<file path="config.mk">
export PLATFORM = sky130hd
export DESIGN_NAME = param_guarded_fifo
export DESIGN_NICKNAME = d
export VERILOG_FILES = /design/src/rtl/param_guarded_fifo.sv
export SDC_FILE = /design/constraint.sdc
export NUM_CORES = 1
export LEC_CHECK = 0
export ABC_AREA = 1
export CORE_UTILIZATION = 49
export CTS_CLUSTER_SIZE = 25
export DETAILED_ROUTE_END_ITERATION = 8
export PLACE_DENSITY = 0.85
export SLEW_MARGIN = 20
export SYNTH_ARGS = -nofsm -noshare
export SYNTH_HDL_FRONTEND = slang
export SYNTH_SLANG_ARGS = --single-unit
</file>
<file path="constraint.sdc">
create_clock -name CLK -period 2.8 [get_ports CLK]
set_input_delay 0.56 -clock CLK [delete_from_list [all_inputs] [get_ports CLK]]
set_output_delay 0.56 -clock CLK [all_outputs]
set_load 0.005 [all_outputs]
</file>
<file path="src/rtl/param_guarded_fifo.sv">
// rtl/param_guarded_fifo.sv - guarded circular-buffer FIFO with flush and occupancy count
//
// Ports:
//   CLK, nRST          clock (rising edge), synchronous active-low reset
//   enq__ENA, enq_v    enqueue strobe and data; acted on only while enq__RDY=1
//   enq__RDY           room for one more entry (cnt != DEPTH)
//   deq__ENA           dequeue strobe; acted on only while deq__RDY=1
//   deq__RDY           at least one entry held (cnt != 0)
//   first, first__RDY  head-of-queue data (zero when empty) and its valid flag
//   clear__ENA         flush pointers and count; wins over enq/deq in the same cycle
//   count              occupancy 0..DEPTH
//   almost_full        count >= DEPTH-1
module param_guarded_fifo #(
    parameter int WIDTH = 32,
    parameter int DEPTH = 4,
    parameter int CW    = $clog2(DEPTH) + 1
) (
    input  logic             CLK,
    input  logic             nRST,
    input  logic             enq__ENA,
    input  logic [WIDTH-1:0] enq_v,
    output logic             enq__RDY,
    input  logic             deq__ENA,
    output logic             deq__RDY,
    output logic [WIDTH-1:0] first,
    output logic             first__RDY,
    input  logic             clear__ENA,
    output logic [CW-1:0]    count,
    output logic             almost_full
);

    localparam int AW = $clog2(DEPTH);
    localparam logic [CW-1:0] FULL_CNT   = CW'(DEPTH);
    localparam logic [CW-1:0] ALMOST_CNT = CW'(DEPTH - 1);

    logic [WIDTH-1:0] mem_q [DEPTH];
    logic [AW-1:0]    wptr_q, wptr_d;
    logic [AW-1:0]    rptr_q, rptr_d;
    logic [CW-1:0]    cnt_q, cnt_d;

    logic not_full;
    logic not_empty;
    logic do_enq;
    logic do_deq;
    logic mem_we;

    // Ready flags come from registered state only, so a full FIFO never
    // accepts an enqueue on the strength of a same-cycle dequeue, and an
    // empty FIFO never forwards enq_v straight to the dequeue side.
    assign not_full  = (cnt_q != FULL_CNT);
    assign not_empty = (cnt_q != '0);

    assign do_enq = enq__ENA & not_full;
    assign do_deq = deq__ENA & not_empty;

    // Clear and reset both suppress the write so a flushed cycle leaves no trace.
    assign mem_we = do_enq & ~clear__ENA & nRST;

    always_comb begin
        wptr_d = wptr_q;
        rptr_d = rptr_q;
        cnt_d  = cnt_q;
        if (clear__ENA) begin
            wptr_d = '0;
            rptr_d = '0;
            cnt_d  = '0;
        end else begin
            // Pointers wrap by natural AW-bit overflow (DEPTH is a power of two).
            if (do_enq) wptr_d = wptr_q + AW'(1);
            if (do_deq) rptr_d = rptr_q + AW'(1);
            if (do_enq && !do_deq) cnt_d = cnt_q + CW'(1);
            else if (do_deq && !do_enq) cnt_d = cnt_q - CW'(1);
        end
    end

    always_ff @(posedge CLK) begin
        if (!nRST) begin
            wptr_q <= '0;
            rptr_q <= '0;
            cnt_q  <= '0;
        end else begin
            wptr_q <= wptr_d;
            rptr_q <= rptr_d;
            cnt_q  <= cnt_d;
        end
    end

    // Storage is deliberately not reset; the head mux below hides stale
    // or uninitialised contents whenever the FIFO is empty.
    always_ff @(posedge CLK) begin
        if (mem_we) begin
            mem_q[wptr_q] <= enq_v;
        end
    end

    assign enq__RDY    = not_full;
    assign deq__RDY    = not_empty;
    assign first__RDY  = not_empty;
    assign first       = not_empty ? mem_q[rptr_q] : '0;
    assign count       = cnt_q;
    assign almost_full = (cnt_q >= ALMOST_CNT);

endmodule

</file>
### Met1 routing, run 1

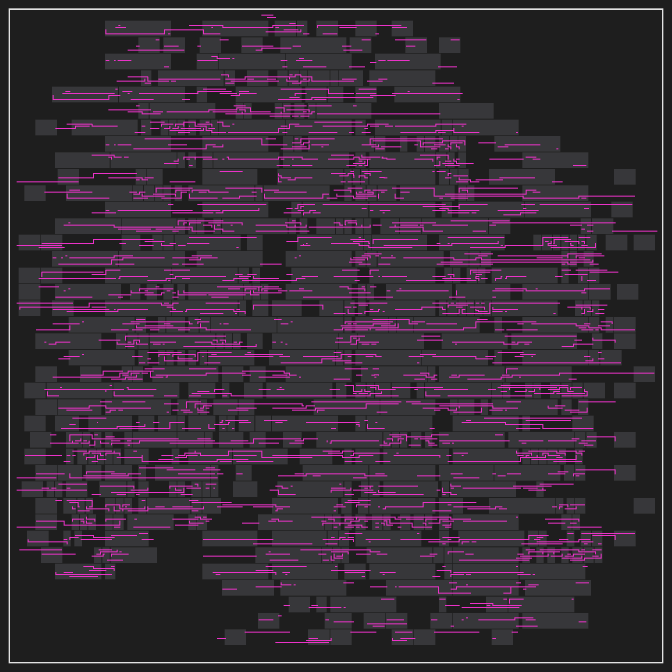
- wire length on this layer: 4670 µm
- longest straight run: 24.4 µm

### Signal wires on met2, run 1

Scale bar: 20 µm.
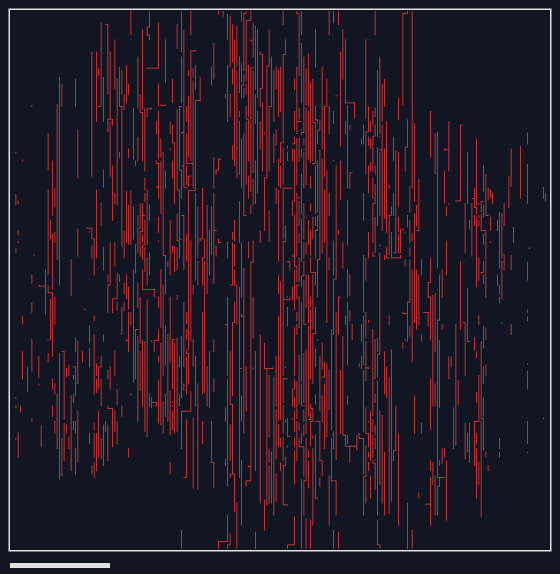
- longest straight run: 43.7 µm
- main direction: vertical
- nets with wire on the layer: 452

### Met3 routing, run 1

Scale bar: 20 µm.
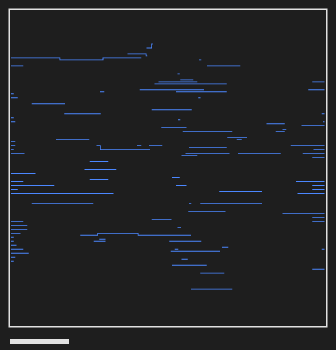
- main direction: horizontal
- wire length on this layer: 730 µm
- share of all routed wire: 6.3%

==> summary.txt, run 1 <==
run results: chip width=about 110 µm, Inserted Diodes=0, critical path type=register to primary output, grt ovf=0, floorplan net count=roughly 490, CP Data Arrival Time=2180 ps, M1 GR Usage=a little over a quarter, Slew @ Worst Pin=around 400 ps, clkbuf count=17, routed len/inst=16.8 µm, vias in the first global route=between 3000 and 4000, NetSw=around 1.1 mW, CTS tree=done, worst path required time=roughly 2200 ps, switching part of the total=23.2%, WHS=511 ps, clock distribution power=slightly above 2 mW, register area=between 4000 and 5000 µm², endpoints failing setup=0, flip-flops=around 140, HP Class=register to register, met2 usage=between 30 and 40%, minimum clock period=roughly 2700 ps, CTS H-tree lvls=4, Non-clock buffering overhead=13.3%, Port Buffers=~75, CP delay by family, top=buffers and inverters, Clock Tree Buf Depth=2, clock network area share=about 7.9%, GPL Wtd Cong=0.785, simple share=between 10% and 20%, core area=around 11000 µm², ys flops=137, clock share of power=between 40% and 50%, final layout net count=roughly 580, Max rail drop VDD=between 0.5 and 0.6 mV, yosys cell count=between 400 and 500, CP peak stage delay=roughly 540 ps, run status=finished, final reports clean, Antenna Nets Post-Route=0, # rows=38, postcts setup bufs=1, Top class by area=flip-flops and latches, largest net degree at the start of global routing=33, # clock sinks=between 100 and 150, Clock Tree Root=clkbuf_8, Combinational Gates=between 200 and 300, nonclk buf count=roughly 94, dpl hpwl=between 7000 and 8000 µm, Reg power frac=between 40% and 50%, wire length on met1=between 4000 and 5000 µm, Comb power=0.475 mW, FP Core Util=between 50% and 60%, FILL cells=~800, top comb family, area=simple AND/OR/NAND/NOR gates, Reg clk slew, reported paths=approximately 60 ps, Iter 0 DRT Violations=around 360, Slew Limit Fails=0, Gate Area=roughly 1300 µm², final hold violation count=0, wire length on met3=between 700 and 800 µm, Tool Warnings=31, Mux cell area share=0%, nonclk inv count=17, Crit-path slowest cell=clkdlybuf4s50_1, DR WL met2=6130 µm, crit-path cells=inv_6 -> buf_6 -> o21ai_0 -> a21oi_1 -> clkdlybuf4s50_1
==> run 1: worst paths after layout <==
path | startpoint | endpoint | slack (ps) | cells after the start
min | count[0] | count[0] | 510 | 1
max | register | first[8] | 60 | 5
min reg2reg | count[0] | count[0] | 510 | 1
max reg2reg | count[0] | count[2] | 930 | 12
==> run 1: sequential cells by signal (all words and copies together), names as in the netlist, named ones only <==
| signal | count |
|---|---|
| wptr_q | 2 |
| mem_q | 128 |
| rptr_q | 2 |
| count | 3 |
==> run 1: cell usage after synthesis (all sizes together) <==
cell | n | area, µm²
edfxtp | 128 | 3840
a21boi | 1 | 11.3
inv | 17 | 63.8
ha | 5 | 62.6
clkbuf | 8 | 30.0
nand3 | 4 | 20.0
nand3b | 1 | 7.51
fa | 1 | 20.0
a21oi | 37 | 185
buf | 16 | 134
nand2 | 19 | 73.8
o21ai | 65 | 325
nor2 | 140 | 528
dfxtp | 9 | 180
==> run 1: per-stage QoR <==
step | worst slack (ps) | std cells | power [mW] | setup TNS [ps]
floorplan | 66.2 | 451 | 2.53 | 0
global placement | 435 | 660 | 2.78 | 0
detailed placement | 413 | 660 | 2.79 | 0
CTS | -39.4 | 693 | 4.85 | -41.6
global route | -30.4 | 693 | 4.99 | -110
finish | 61.7 | 693 | 4.82 | 0
==> run 1: placed cells by master, fill, tap and decap left out, types with 5 or more instances in the layout <==
cell,instances
o21ai_0,43
clkdlybuf4s50_1,74
inv_1,15
edfxtp_1,128
nand2_1,18
nor2_1,135
ha_1,5
buf_4,12
inv_6,8
clkbuf_16,16
o21ai_1,22
a21oi_1,35
==> run 1: worst register-to-register path: cells and delay by family (launching register included) <==
kind	cells	cell delay, ps
adder cells (fa/ha/maj)	2	570
buffers and inverters	2	130
flip-flops	1	350
AND/OR/NAND/NOR	8	700
--- run 2 (diff from run 1) ---
ABC_CLOCK_PERIOD_IN_PS = 2800   (was default)
==> run 2 against run 1 <==
Net effect: non-clock buffer count unchanged; core utilization unchanged; cell area unchanged; first-iteration DRC count unchanged; sequential power about the same; critical path type unchanged.
==> summary.txt, run 2 <==
run results: Top Layout Cells=nor2_1 (135), edfxtp_1 (128), clkdlybuf4s50_1 (74), o21ai_0 (43), a21oi_1 (35), Clock Tree Buf Depth=2 (unchanged), switching part of the total=23.2% (unchanged), top comb family, area=simple AND/OR/NAND/NOR gates, clock share of power=42.7% (about the same), CP peak stage delay=540 ps (about the same), wire length on met1=4670 µm (unchanged), core area=10900 µm² (unchanged), DP Area=about 6400 µm², CTS tree=done, Tool Warnings=31 (unchanged), cell type with the largest total area=edfxtp_1, dpl hpwl=7130 µm (unchanged), Reg power frac=47.5% (about the same), XOR/XNOR share of the synthesized area=0%, vias per cell=between 5 and 6, CTS H-tree lvls=4 (unchanged), CP Data Arrival Time=2180 ps (about the same), run status=finished, final reports clean, Top reg by flops=mem_q, reg2reg path depth=12 (unchanged), final hold violation count=0 (unchanged), Inserted Diodes=0 (unchanged), commonest cells in the netlist=nor2_1 (139), edfxtp_1 (128), o21ai_0 (43), met2 usage=36.5% (unchanged), Mux cell area share=0% (unchanged), max reg flops=128 (unchanged), relative slew slack=73.5%, Max rail drop VDD=0.505 mV (unchanged), biggest area cells=edfxtp_1 (70%), nor2_1 (9.5%), o21ai_0 (3.9%), CP delay by family, top=buffers and inverters, Port Buffers=75 (unchanged), initial antenna violation count=0, FP Core Util=50.4% (unchanged), grt ovf=0 (unchanged), largest net degree at the start of global routing=33 (unchanged), NetSw=1.12 mW (unchanged), Syn Inst Count=between 400 and 500, most frequent logic cell in the layout=nor2_1, clock distribution power=2.06 mW (about the same), EDFF count, synth=128 (unchanged), simple share=11.5% (unchanged), chip width=108 µm (unchanged), ys async rst share=0% (unchanged), Reg2Reg Setup Slack=930 ps (about the same), top area contributor share=70.1% (unchanged), Critical Path Stages=5 (unchanged), # rows=38 (unchanged), FILL cells=789 (unchanged), Hold Path Depth=1 (unchanged), HP Class=register to register, critical path type=register to primary output, worst path required time=2240 ps (about the same), routed len/inst=16.8 µm (unchanged), endpoints failing setup=0 (unchanged), Slew Limit Fails=0 (unchanged), Iter 0 DRT Violations=362 (unchanged), P per Cell Area=a little under 700 nW/µm², RSZ-0062 raised after global routing=true, minimum clock period=2740 ps (unchanged), Antenna Nets Post-Route=0 (unchanged), Comb power=0.475 mW (about the same), Reg clk slew, reported paths=60 ps (about the same), Gate Area=1280 µm² (unchanged), Total Routing Usage GR=21.8%, floorplan net count=494 (unchanged), Slew @ Worst Pin=397 ps (unchanged), Synth Flop Type=edfxtp_1, DR WL met2=6130 µm (unchanged), vias in the first global route=3778 (unchanged), # clock sinks=137 (unchanged), register area=4030 µm² (unchanged), Unique cell types=20, wire length on met3=729 µm (unchanged), most frequent cell after synthesis=nor2_1, clk_lat worst skew=roughly 520 ps, Top power group=registers, Crit-path slowest cell=clkdlybuf4s50_1, ys flops=137 (unchanged), final instance area=between 7000 and 8000 µm², total power=4.82 mW (unchanged), Clock Tree Root=clkbuf_8, final layout net count=583 (unchanged), crit-path cells=inv_6 -> buf_6 -> o21ai_0 -> a21oi_1 -> clkdlybuf4s50_1
==> run 2: cell counts in the layout (fill, tap and decap cells not counted) <==
No cell type changed its count.
==> run 2: cell families after synthesis <==
| logic type | after synthesis |
|---|---|
| buffers and inverters | 41 |
| AND/OR/NAND/NOR | 164 |
| adder cells (fa/ha/maj) | 6 |
| AND-OR/OR-AND | 103 |
| flip-flops | 137 |
==> run 2: final timing paths <==
check / start / end
worst max-delay path: register / first[8]
worst min-delay path: count[0] / count[0]
worst min register to register: count[0] / count[0]
worst max register to register: count[0] / count[2]
==> run 2: cell type report <==
class / count / area share [%]
clock buffer: 17 / 5.88
clock inverter: 15 / 1.99
inverter: 17 / 1.03
multi-input combinational: 273 / 18.1
sequential: 137 / 57.2
tap: 140 / 2.48
timing repair buffer: 94 / 13.3
==> run 2: worst register-to-register path, cell delays in order (launching register included) <==
cell	delay, ps
dfxtp_2	350
nor2_2	210
nand2_4	110
nand2_1	120
ha_1	190
inv_1	70
fa_1	380
inv_1	60
nand2_1	40
nand3_1	80
nand2_1	50
nand2_1	50
nor2_1	40
==> run 2: metrics by stage <==
| step | worst slack (ps) | hold slack (ps) | cells | setup TNS, ps | utilization, % |
|---|---|---|---|---|---|
| floorplan | 66.2 | 465 | 451 | 0 | - |
| CTS | -39.4 | 515 | 693 | -41.6 | 64.5 |
| finish | 61.7 | 511 | 693 | 0 | 64.7 |
| detailed placement | 413 | 511 | 660 | 0 | 59.0 |
| global route | -30.4 | 532 | 693 | -110 | 64.7 |
| global placement | 435 | 485 | 660 | 0 | 59.0 |
==> run 2: timing repair <==
| item | 4_1_cts | 5_1_grt |
|---|---|---|
| pin swaps | 0 | 3 |
| endpoints found under the setup margin | 27 | 26 |
| buffers inserted | 1 | 0 |
| gates resized | 11 | 9 |
| gates cloned | 0 | 0 |
### Met3 routing, run 2

Scale bar: 20 µm.
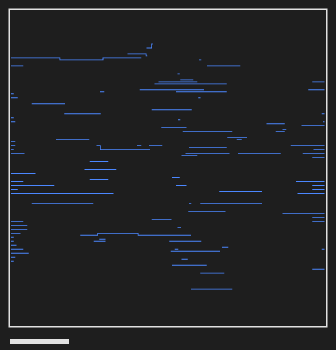
- main direction: horizontal
- longest straight run: 34.7 µm
- nets with wire on the layer: 72
- wire length on this layer: 730 µm
GR Util met3: 6.11%
Vias: 3650
DRT Wirelength: 11600 µm

--- run 3 (diff from run 2) ---
GPL_TIMING_DRIVEN = 1   (was default)
==> run 3 against run 2 <==
Net effect: flip-flop count did not move; die size stayed put; clock power about the same; combinational power is essentially flat; critical path depth did not move; cell area is the same; global-route usage unchanged; critical path type unchanged; synthesized cell count is the same; critical endpoint unchanged; register-to-register slack about the same.
==> summary.txt, run 3 <==
run results: setup slack after layout=61.7 ps (unchanged), Reg clk slew, reported paths=60 ps (about the same), floorplan net count=494 (unchanged), Most Used Layer, Global Route=met2, sequential share of the synthesized area=between 70% and 80%, cell type with the largest total area=edfxtp_1, Fin Clk Skew=11.2 ps, I/O pins=76, Max rail drop VDD=0.505 mV (unchanged), Slew @ Worst Pin=397 ps (unchanged), Slew Limit Fails=0 (unchanged), vias in the first global route=3778 (unchanged), WHS=511 ps (unchanged), Top Layout Cells=nor2_1 (135), edfxtp_1 (128), clkdlybuf4s50_1 (74), o21ai_0 (43), a21oi_1 (35), Comb power frac=around a tenth, vias per cell=5.27 (unchanged), chip width=108 µm (unchanged), worst path required time=2240 ps (about the same), # rows=38 (unchanged), P per Cell Area=684 nW/µm² (unchanged), core area=10900 µm² (unchanged), Reg2Reg Setup Slack=930 ps (about the same), DP Area=6430 µm² (unchanged), Top reg by flops=mem_q, relative slew slack=73.5% (unchanged), critical path type=register to primary output, Syn Area/Cell=12.2 µm², FILL cells=789 (unchanged), ys async rst share=0% (unchanged), chip area in the Yosys report=between 5000 and 6000 µm², Max Fclk=roughly 0.37 GHz, R2R Path End=count[2], drt drc=0, Synth Cell Area=roughly 5500 µm², largest net degree at the start of global routing=33 (unchanged), top area contributor share=70.1% (unchanged), layout cells sized above 1=between 10% and 20%, switching part of the total=23.2% (unchanged), Crit. End Element=primary output, final std cells w/o fill=693 (unchanged), total power=4.82 mW (unchanged), dpl hpwl=7130 µm (unchanged), HP Class=register to register, Gate Area=1280 µm² (unchanged), commonest cells in the netlist=nor2_1 (139), edfxtp_1 (128), o21ai_0 (43), initial antenna violation count=0 (unchanged), Max-Cap Viols=0, M1 GR Usage=a little over a quarter, die height=between 100 and 150 µm, met2 usage=36.5% (unchanged), routed len/inst=16.8 µm (unchanged), endpoints failing setup=0 (unchanged), biggest area cells=edfxtp_1 (70%), nor2_1 (9.5%), o21ai_0 (3.9%), grt ovf=0 (unchanged), Unique cell types=20 (unchanged), R2R Path Start=count[0], final hold violation count=0 (unchanged), Sum Neg Setup Slack=0 ps (unchanged), clock share of power=42.7% (about the same), Inst Count DP=660 (unchanged), Total Routing Usage GR=21.8% (unchanged), Port Buffers=75 (unchanged), CP Data Arrival Time=2180 ps (about the same), yosys cell count=between 400 and 500, Place WS=413 ps (unchanged), run status=finished, final reports clean, worst-path maximum fanout=24, Vias=3650 (unchanged), Worst setup SP type=register, most frequent cell after synthesis=nor2_1, Iter 0 DRT Violations=362 (unchanged), EDFF count, synth=128 (unchanged), FP Core Util=50.4% (unchanged), most frequent logic cell in the layout=nor2_1, final layout net count=583 (unchanged), Cell Int Power=about 3.7 mW, drt pass-1 iters=5, CTS H-tree lvls=4 (unchanged), GR Util met3=6.11% (unchanged), RSZ-0062 raised after global routing=true, end of the critical path=first[8], synthesis-to-finish area growth=28.5%, ys flops=137 (unchanged), Tool Warnings=31 (unchanged), Inserted Diodes=0 (unchanged), CTS tree=done, Synth Flop Type=edfxtp_1, DRT Wirelength=11600 µm (unchanged), Clock Tree Root=clkbuf_8, chip area=approximately 12000 µm², Clock Tree Buf Depth=2 (unchanged), final core occ=64.7% (unchanged), max reg flops=128 (unchanged), Antenna Nets Post-Route=0 (unchanged), clk_lat worst skew=520 ps (about the same), reg2reg path depth=12 (unchanged), Lkg Pwr=around 2.4 nW, period utilization=roughly 100%, Reg power frac=47.5% (about the same), first-pass GRT wire length=about 19000 µm, minimum clock period=2740 ps (unchanged), NetSw=1.12 mW (unchanged), GPL Wtd Cong=0.785, final instance area=7050 µm² (unchanged), YS warnings=0, register area=4030 µm² (unchanged), Syn Inst Count=451 (unchanged), hold_buf cts=0
-- run 3: repair_timing --
item | 4_1_cts | 5_1_grt
pin swaps | 0 | 3
resized | 11 | 9
endpoints found under the setup margin | 27 | 26
setup buffers | 1 | 0
gates cloned | 0 | 0
-- run 3: cells by family after synthesis --
family	synth area share (%)
flops	73.4
fa+ha+maj	1.51
compound gates	9.51
buf+inv	4.15
simple gates	11.5
-- run 3: worst min path at each step --
| stage | slack, ps | start | depth (start not counted) | to |
|---|---|---|---|---|
| floorplan | 460 | rptr_q[1] | 2 | register |
| global placement | 480 | rptr_q[0] | 2 | rptr_q[0] |
| detailed placement | 510 | rptr_q[0] | 2 | rptr_q[0] |
| CTS | 510 | count[0] | 1 | count[0] |
| global route | 530 | count[0] | 1 | count[0] |
| finish | 510 | count[0] | 1 | count[0] |
-- run 3: routing by layer --
metal  vias to the layer above  wire length, µm
met5                         -                0
met4                         0              108
met3                        12              729
met2                       153             6130
met1                      1731             4670
li1                       1754                -
-- run 3: power groups by stage --
stage | Clock (mW) | Combinational, mW | Sequential [mW]
after floorplan | 0 | 0.200 | 2.33
after global placement | 0 | 0.453 | 2.33
after detailed placement | 0 | 0.464 | 2.33
after CTS | 2.08 | 0.477 | 2.29
after global routing | 2.18 | 0.518 | 2.29
final | 2.06 | 0.475 | 2.29
-- run 3: layout make-up --
cell class                      instances  area share [%]
Inverter                               17            1.03
Multi-Input combinational cell        273            18.1
Clock buffer                           17            5.88
Sequential cell                       137            57.2
Clock inverter                         15            1.99
Timing Repair Buffer                   94            13.3
Tap cell                              140            2.48
-- run 3: worst max-delay path: stages, from the launching register on --
cell	delay [ps]
dfxtp_4	390
inv_6	170
buf_6	210
o21ai_0	130
a21oi_1	210
clkdlybuf4s50_1	540
### Clock routing, run 3

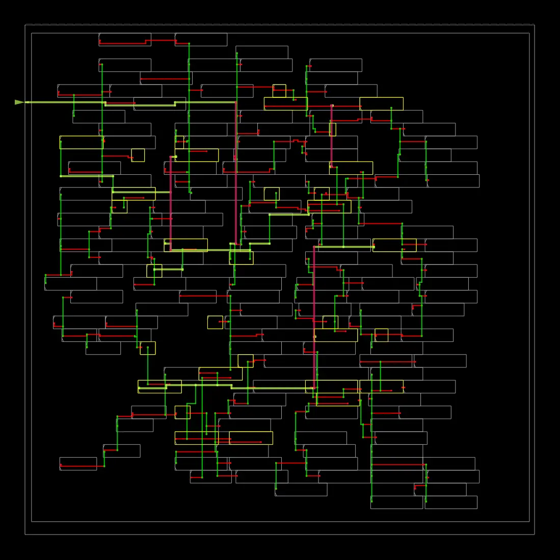
# clock sinks: 137
clock distribution power: 2.06 mW
CTS Buf Count: 17

No activity file was given, so power comes from the tool's default toggle rates.
